File: config.mk
export PLATFORM = sky130hd
export DESIGN_NAME = button_debounce_if_flat
export DESIGN_NICKNAME = d
export VERILOG_FILES = /design/src/rtl/button_debounce_if_pkg.sv /design/src/rtl/button_debounce_if_if.sv /design/src/rtl/button_debounce_if_channel.sv /design/src/rtl/button_debounce_if.sv /design/src/flat_wrapper.sv
export SDC_FILE = /design/constraint.sdc
export NUM_CORES = 1
export LEC_CHECK = 0
export CAP_MARGIN = 10
export CORE_MARGIN = 2
export CORE_UTILIZATION = 55
export DETAILED_ROUTE_END_ITERATION = 8
export PLACE_DENSITY = 0.75
export SKIP_LAST_GASP = 1
export SLEW_MARGIN = 30
export SYNTH_ARGS = -nofsm -noshare
export SYNTH_HDL_FRONTEND = slang
export SYNTH_SLANG_ARGS = --single-unit
File: constraint.sdc
create_clock -name clk -period 4.1 [get_ports clk]
set_input_delay 0.82 -clock clk [delete_from_list [all_inputs] [get_ports clk]]
set_output_delay 0.82 -clock clk [all_outputs]
set_load 0.01 [all_outputs]
File: src/rtl/button_debounce_if_pkg.sv
// Shared definitions for the memory-mapped push-button interface.
// Provides the read-select encodings, the data-bus width and the default
// debounce length used by the button block and its bus interface.
package btn_if_pkg;

  localparam int   XLEN                = 32;
  localparam logic BTN_SEL_LEVEL       = 1'b0;
  localparam logic BTN_SEL_EVENT       = 1'b1;
  localparam int   DEBOUNCE_CYCLES_DEF = 500000;

endpackage

File: src/rtl/button_debounce_if_if.sv
// Load-path bus between the core's I/O space and the button block.
//   rd_en  : read strobe (a read with rd_sel=event clears pending events)
//   rd_sel : BTN_SEL_LEVEL / BTN_SEL_EVENT
//   data   : XLEN-bit combinational read data
//   irq    : press-event interrupt request
// master = core side, slave = button block.
interface btn_bus_if;
  import btn_if_pkg::*;

  logic            rd_en;
  logic            rd_sel;
  logic [XLEN-1:0] data;
  logic            irq;

  modport master (output rd_en, output rd_sel, input data, input irq);
  modport slave  (input rd_en, input rd_sel, output data, output irq);

endinterface

File: src/rtl/button_debounce_if_channel.sv
// One button channel: 2-flop synchroniser followed by a counter debouncer.
// Ports:
//   clk, rst : clock, asynchronous active-high reset
//   btn_raw  : raw asynchronous button input
//   deb      : debounced level
//   rise     : high in the cycle whose clock edge moves deb from 0 to 1
module debounce_channel #(
  parameter int DEBOUNCE_CYCLES = 500000
) (
  input  logic clk,
  input  logic rst,
  input  logic btn_raw,
  output logic deb,
  output logic rise
);

  localparam int             CNT_W    = $clog2(DEBOUNCE_CYCLES);
  localparam logic [CNT_W-1:0] CNT_TERM = CNT_W'(DEBOUNCE_CYCLES - 1);

  logic             s0_q, s0_d;
  logic             s1_q, s1_d;
  logic             deb_q, deb_d;
  logic [CNT_W-1:0] cnt_q, cnt_d;

  always_comb begin
    s0_d  = btn_raw;
    s1_d  = s0_q;
    deb_d = deb_q;
    cnt_d = '0;
    // Count only while the synchronised level disagrees; any agreement
    // drops the partial count so short glitches never reach deb.
    if (s1_q != deb_q) begin
      if (cnt_q == CNT_TERM) begin
        deb_d = s1_q;
      end else begin
        cnt_d = cnt_q + CNT_W'(1);
      end
    end
  end

  always_ff @(posedge clk or posedge rst) begin
    if (rst) begin
      s0_q  <= 1'b0;
      s1_q  <= 1'b0;
      deb_q <= 1'b0;
      cnt_q <= '0;
    end else begin
      s0_q  <= s0_d;
      s1_q  <= s1_d;
      deb_q <= deb_d;
      cnt_q <= cnt_d;
    end
  end

  assign deb  = deb_q;
  assign rise = deb_d & ~deb_q;

endmodule

File: src/rtl/button_debounce_if.sv
// Memory-mapped push-button interface: per-channel synchronise/debounce,
// rising-edge press detection, sticky press-event flags cleared on read.
// Ports:
//   clk, rst : clock, asynchronous active-high reset
//   btn_raw  : N_BTN raw active-high button inputs
//   bus      : btn_bus_if.slave (rd_en, rd_sel in; data, irq out)
// Build option: define BTN_IRQ_EN to generate a registered irq = |events;
// otherwise irq is tied low (port kept for a stable interface).
module button_debounce_if
  import btn_if_pkg::*;
#(
  parameter int N_BTN           = 5,
  parameter int DEBOUNCE_CYCLES = DEBOUNCE_CYCLES_DEF
) (
  input  logic             clk,
  input  logic             rst,
  input  logic [N_BTN-1:0] btn_raw,
  btn_bus_if.slave         bus
);

  logic [N_BTN-1:0] deb;
  logic [N_BTN-1:0] rise;
  logic [N_BTN-1:0] evt_q, evt_d;
  logic             clr;

  for (genvar i = 0; i < N_BTN; i++) begin : g_chan
    debounce_channel #(
      .DEBOUNCE_CYCLES(DEBOUNCE_CYCLES)
    ) u_chan (
      .clk    (clk),
      .rst    (rst),
      .btn_raw(btn_raw[i]),
      .deb    (deb[i]),
      .rise   (rise[i])
    );
  end

  assign clr = bus.rd_en && (bus.rd_sel == BTN_SEL_EVENT);

  // A press completing on the clearing edge survives the clear.
  always_comb begin
    evt_d = (clr ? '0 : evt_q) | rise;
  end

  always_ff @(posedge clk or posedge rst) begin
    if (rst) begin
      evt_q <= '0;
    end else begin
      evt_q <= evt_d;
    end
  end

  // Level reads keep the unused upper bits at one for software written
  // against the older button port format.
  always_comb begin
    if (bus.rd_sel == BTN_SEL_LEVEL) begin
      bus.data = ({XLEN{1'b1}} << N_BTN) | XLEN'(deb);
    end else begin
      bus.data = XLEN'(evt_q);
    end
  end

`ifdef BTN_IRQ_EN
  logic irq_q, irq_d;

  always_comb begin
    irq_d = |evt_d;
  end

  always_ff @(posedge clk or posedge rst) begin
    if (rst) begin
      irq_q <= 1'b0;
    end else begin
      irq_q <= irq_d;
    end
  end

  assign bus.irq = irq_q;
`else
  assign bus.irq = 1'b0;
`endif

endmodule

File: src/flat_wrapper.sv
// flat-port wrapper written by rule: the top's interface ports become plain ports
module button_debounce_if_flat import btn_if_pkg::*;
#(
  parameter int N_BTN           = 5,
  parameter int DEBOUNCE_CYCLES = DEBOUNCE_CYCLES_DEF
)
  (clk, rst, btn_raw, bus_rd_en, bus_rd_sel, bus_data, bus_irq);
  btn_bus_if bus_i ();
  input  logic clk;
  input  logic rst;
  input  logic [N_BTN-1:0] btn_raw;
  input wire logic [$bits(bus_i.rd_en)-1:0] bus_rd_en;
  input wire logic [$bits(bus_i.rd_sel)-1:0] bus_rd_sel;
  output wire logic [$bits(bus_i.data)-1:0] bus_data;
  output wire logic [$bits(bus_i.irq)-1:0] bus_irq;
  assign bus_i.rd_en = bus_rd_en;
  assign bus_i.rd_sel = bus_rd_sel;
  assign bus_data = bus_i.data;
  assign bus_irq = bus_i.irq;
  button_debounce_if #(.N_BTN(N_BTN), .DEBOUNCE_CYCLES(DEBOUNCE_CYCLES)) u_core (.clk(clk), .rst(rst), .btn_raw(btn_raw), .bus(bus_i));
endmodule
Cell classes on the final placement:
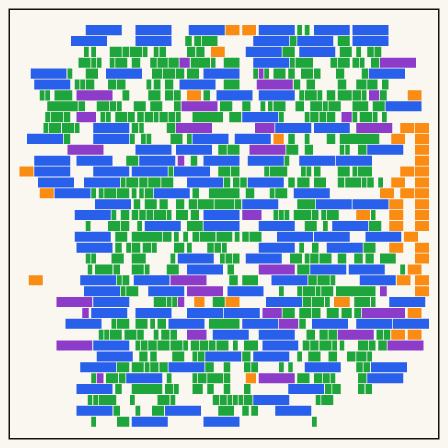
| color | class | cells |
|---|---|---|
| orange | remaining buffers and delay cells | 44 |
| blue | registers | 115 |
| green | remaining logic cells | 421 |
| purple | clock drivers and dummy loads | 32 |
Final Cell Area: 6750 sq um
core area: 10300 sq um
flop share of the area: 0.426
row count: 37

Placement density heat map:
The die is cut into 11 by 11 equal tiles; white is low, dark blue is high, 0 to 100% covered.
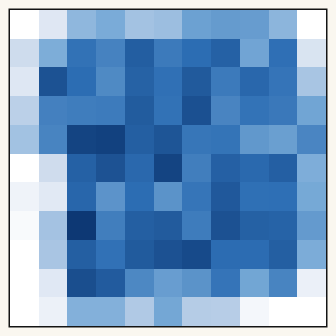
fullest tile: 97%
tiles over 75% full: 32%
emptiest ninth of the die: bottom left
densest ninth of the die: middle
nearly empty tiles: 6.6%
Core Util, Final: 0.654
Initial Util: 0.566

Met3 routing:
Scale bar: 20 um.
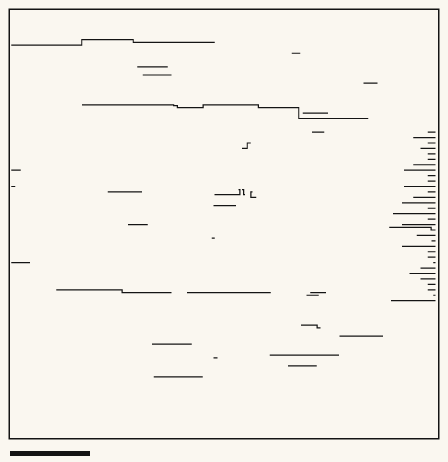
nets with wire on the layer: 55
main direction: horizontal
share of all routed wire: 4.0%
longest straight run: 22.8 um
final wirelength: 11100 um
grt met3 use: 0.0638
Vias: 4265

==> flow_summary.yaml <==
# yosys + openroad results
outcome:
  status: "finished clean"
grt:
  grt_overflow_total: 0
  grt_max_degree: 67
  grtUsageTotal: 0.213
  grt_pass1_vias: 4170
  grt_pass1_wl_um: 19300
  grt_antenna_before_repair: 0
logic_synthesis:
  ys_area_sq_um: 5840
  synthArstFlopShare: 1.00
  yosysMostFrequentCell: "dfrtp_1"
  syn-num-nets: 587
  ys_cells: 573
  netlist_area_sq_um: 5840
  top_cells_by_count: "115 x dfrtp_1, 80 x nor2_1, 38 x xnor2_1"
  synth-edff-count: 0
  synth.distinct_cells: 46
  top_cells_by_area: "dfrtp_1 49%, xnor2_1 5.7%, nor2_1 5.1%, xor2_1 4.2%, buf_4 3.7%"
  yosys_warnings: 0
  syn_area_per_cell_sq_um: 10.2
  top_area_cell: "dfrtp_1"
  synth-main-ff-cell: "dfrtp_1"
  ys_seq_elements: 115
  synth_top_area_share: 0.493
placed_design:
  dp_hpwl_um: 7330
  place_area_sq_um: 6170
  dp.cells: 714
  place_congestion: 0.830
  port_buffers: 40
detailed_routing:
  drt_first_pass_iters: 4
  met1Wirelength_um: 4990
  dr_wl_met2_um: 5630
  ant_nets: 0
  drc: 0
  wl_per_cell_um: 14.9
  drt_iter0_drc: 205
  wl_met3_um: 447
  top_layer: "met4"
  viasPerCell: 5.70
power:
  vdd_ir_drop_max_uv: 241
  p_per_area_nw_per_um2: 393
  clkPwrFrac: 0.513
  p_sw_mw: 0.570
  seqPwrFrac: 0.442
  switching_share: 0.215
  pwr-share-comb: 0.045
  p_int_mw: 2.08
clocking:
  cts.clk_slew.worst_paths_ns: 0.05
  max-clock-path-buffers: 2
  cts_num_sinks: 115
  clock_latency_ns: 0.51
  cts_hold_buffers: 0
  post_cts_buffers: 0
  cts_buffers: 17
  cts_root_buffer: "clkbuf_8"
  cts_tree: "built"
worst_setup_path:
  critPathMostFrequentCell: "clkdlybuf4s50_1"
  crit_family: "buffers and inverters"
  critPathCaptureType: "primary output"
  path_cells: "clkdlybuf4s50_1 > inv_1 > clkdlybuf4s50_1"
  cp-start-kind: "input port"
  critPathMaxFanout: 27
  cp.arrival_ns: 2.70
  crit_slowest_cell: "clkdlybuf4s50_1"
  crit_type: "input port to primary output"
  slowest_delay_ns: 0.66
  rrSetupSlack_ns: 2.05
  cp.buffers_inverters: 3
  required_ns: 3.28
timing:
  holdWs_ns: 0.351
  fin_worst_skew_ns: 0.00753
  max_freq_ghz: 0.284
  finalWorstPathRequiredPeriod_ns: 3.52
  hold_violations: 0
  maxSlewViolCount: 0
  rsz0062_at_grt: "no"
  max_slew_margin: 0.465
  setup_viol_count_final: 0
  period_used_share: 0.858
  tns_ns: 0
floorplan:
  die-area_sq_um: 11500
  top_level_ports: 42
  die_h_um: 107
flow_run:
  cap_violations: 0
  warning_count: 26
layout:
  layout.nets: 613
  num_antenna_cells: 0
  layout-area-overhead-vs-synth_pct: 15.6
  drive_gt1_frac: 0.109
min_path:
  hp-class: "flip-flop to flip-flop"
Sequential cells grouped by signal name:
Scale bar: 20 um. Other sequential cells in the stronger gray, the rest of the logic in the fainter gray.
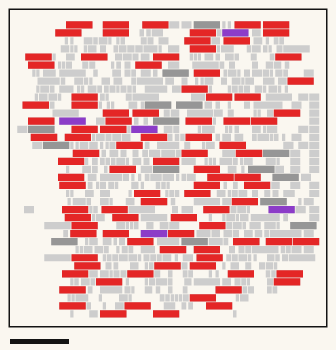
| color | netlist name | placed flops |
|---|---|---|
| red | `u_core.g_chan.u_chan.cnt_q` | 95 |
| purple | `u_core.g_chan.u_chan.s1_q` | 5 |
not colored: 15
seq pwr: 1.17 mW
Reg area: 2880 sq um

Cell placement:
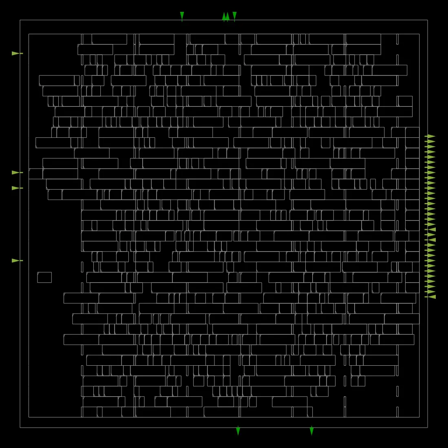
non-filler cells, final: 748
Tapcells: 136

[per-stage QoR]
step	util	power, mW	setup slack [ns]
6_report	0.654	2.65	0.583
5_1_grt	0.654	2.76	0.440
4_1_cts	0.652	2.68	0.542
3_5_place_dp	0.597	1.31	0.545
3_3_place_gp	0.597	1.31	0.610
2_1_floorplan	-	1.28	0.236
[final cells by class]
cell class,instances,area [sq um]
Clock inverter,9,77.6
Timing Repair Buffer,44,434
Inverter,18,70.1
Fill cell,780,3570
Multi-Input combinational cell,403,2630
Clock buffer,23,487
Tap cell,136,170
Sequential cell,115,2880
[cell families after synthesis]
logic type	Yosys count	share of synthesized area
DFF	115	0.493
other	1	0.000642
muxes	9	0.0174
AOI/OAI and AO/OA	56	0.0707
buffers and inverters	55	0.0561
adders and majority gates	5	0.0107
xor gates and xnor gates	66	0.0990
and+or+nand+nor	266	0.253
[power by group through the flow]
| stage | clock network [mW] | logic [mW] | registers, mW |
|---|---|---|---|
| after CTS | 1.39 | 0.120 | 1.17 |
| after global routing | 1.45 | 0.135 | 1.17 |
| after global placement | 0 | 0.116 | 1.19 |
| after detailed placement | 0 | 0.120 | 1.19 |
| after floorplan | 0 | 0.0909 | 1.19 |
| final | 1.36 | 0.118 | 1.17 |
[cell usage in the layout, fill, tap and decap left out, types with 3 or more instances in the layout]
cell type and n:
dfrtp_1 115, nor2_1 80, clkdlybuf4s50_1 40, xnor2_1 38, nand3_1 33, nand2_1 32
xor2_1 28, nand4_1 25, a21oi_1 24, inv_1 17, nor4_1 17, nor3_1 16
o21ai_0 16, clkbuf_16 16, or3_1 13, mux2_2 9, or4_1 6, and4_1 6
clkbuf_8 6, nor4b_1 5, ha_1 5, clkinv_2 5, nor2b_1 4, a22o_1 4
and3_1 4, nand4_4 3, o31ai_4 3, or2_2 3, o41ai_1 3, or3b_2 3
o31ai_1 3, clkinvlp_4 3, buf_4 3
[flip-flops by register name, indices dropped and copies added, names as in the netlist]
name,count
u_core.g_chan.u_chan.s0_q,5
u_core.g_chan.u_chan.deb,5
u_core.g_chan.u_chan.cnt_q,95
u_core.evt_q,5
u_core.g_chan.u_chan.s1_q,5
[worst reg2reg max path, delay by kind of cell (launching register included)]
kind / cells / cell delay (ns)
AOI/OAI and AO/OA: 1 / 0.74
DFF: 1 / 0.44
and+or+nand+nor: 3 / 0.72
[routing by layer]
| metal | up-vias | track usage |
|---|---|---|
| met3 | 4 | 0.0638 |
| met4 | 0 | 0.0761 |
| li1 | 2063 | - |
| met2 | 89 | 0.348 |
| met1 | 2109 | 0.271 |
| met5 | - | 0 |
[worst paths after layout]
path,startpoint,endpoint,depth (start not counted)
max,bus_rd_sel,bus_data[20],3
min,u_core.g_chan[1].u_chan.s0_q,u_core.g_chan[1].u_chan.s1_q,0
max reg2reg,u_core.g_chan[3].u_chan.cnt_q[6],u_core.g_chan[3].u_chan.cnt_q[11],4
min reg2reg,u_core.g_chan[1].u_chan.s0_q,u_core.g_chan[1].u_chan.s1_q,0
max in group asynchronous,rst,u_core.g_chan[0].u_chan.cnt_q[1],3
min in group asynchronous,rst,u_core.g_chan[3].u_chan.cnt_q[18],2
No activity file was given, so power comes from the tool's default toggle rates.
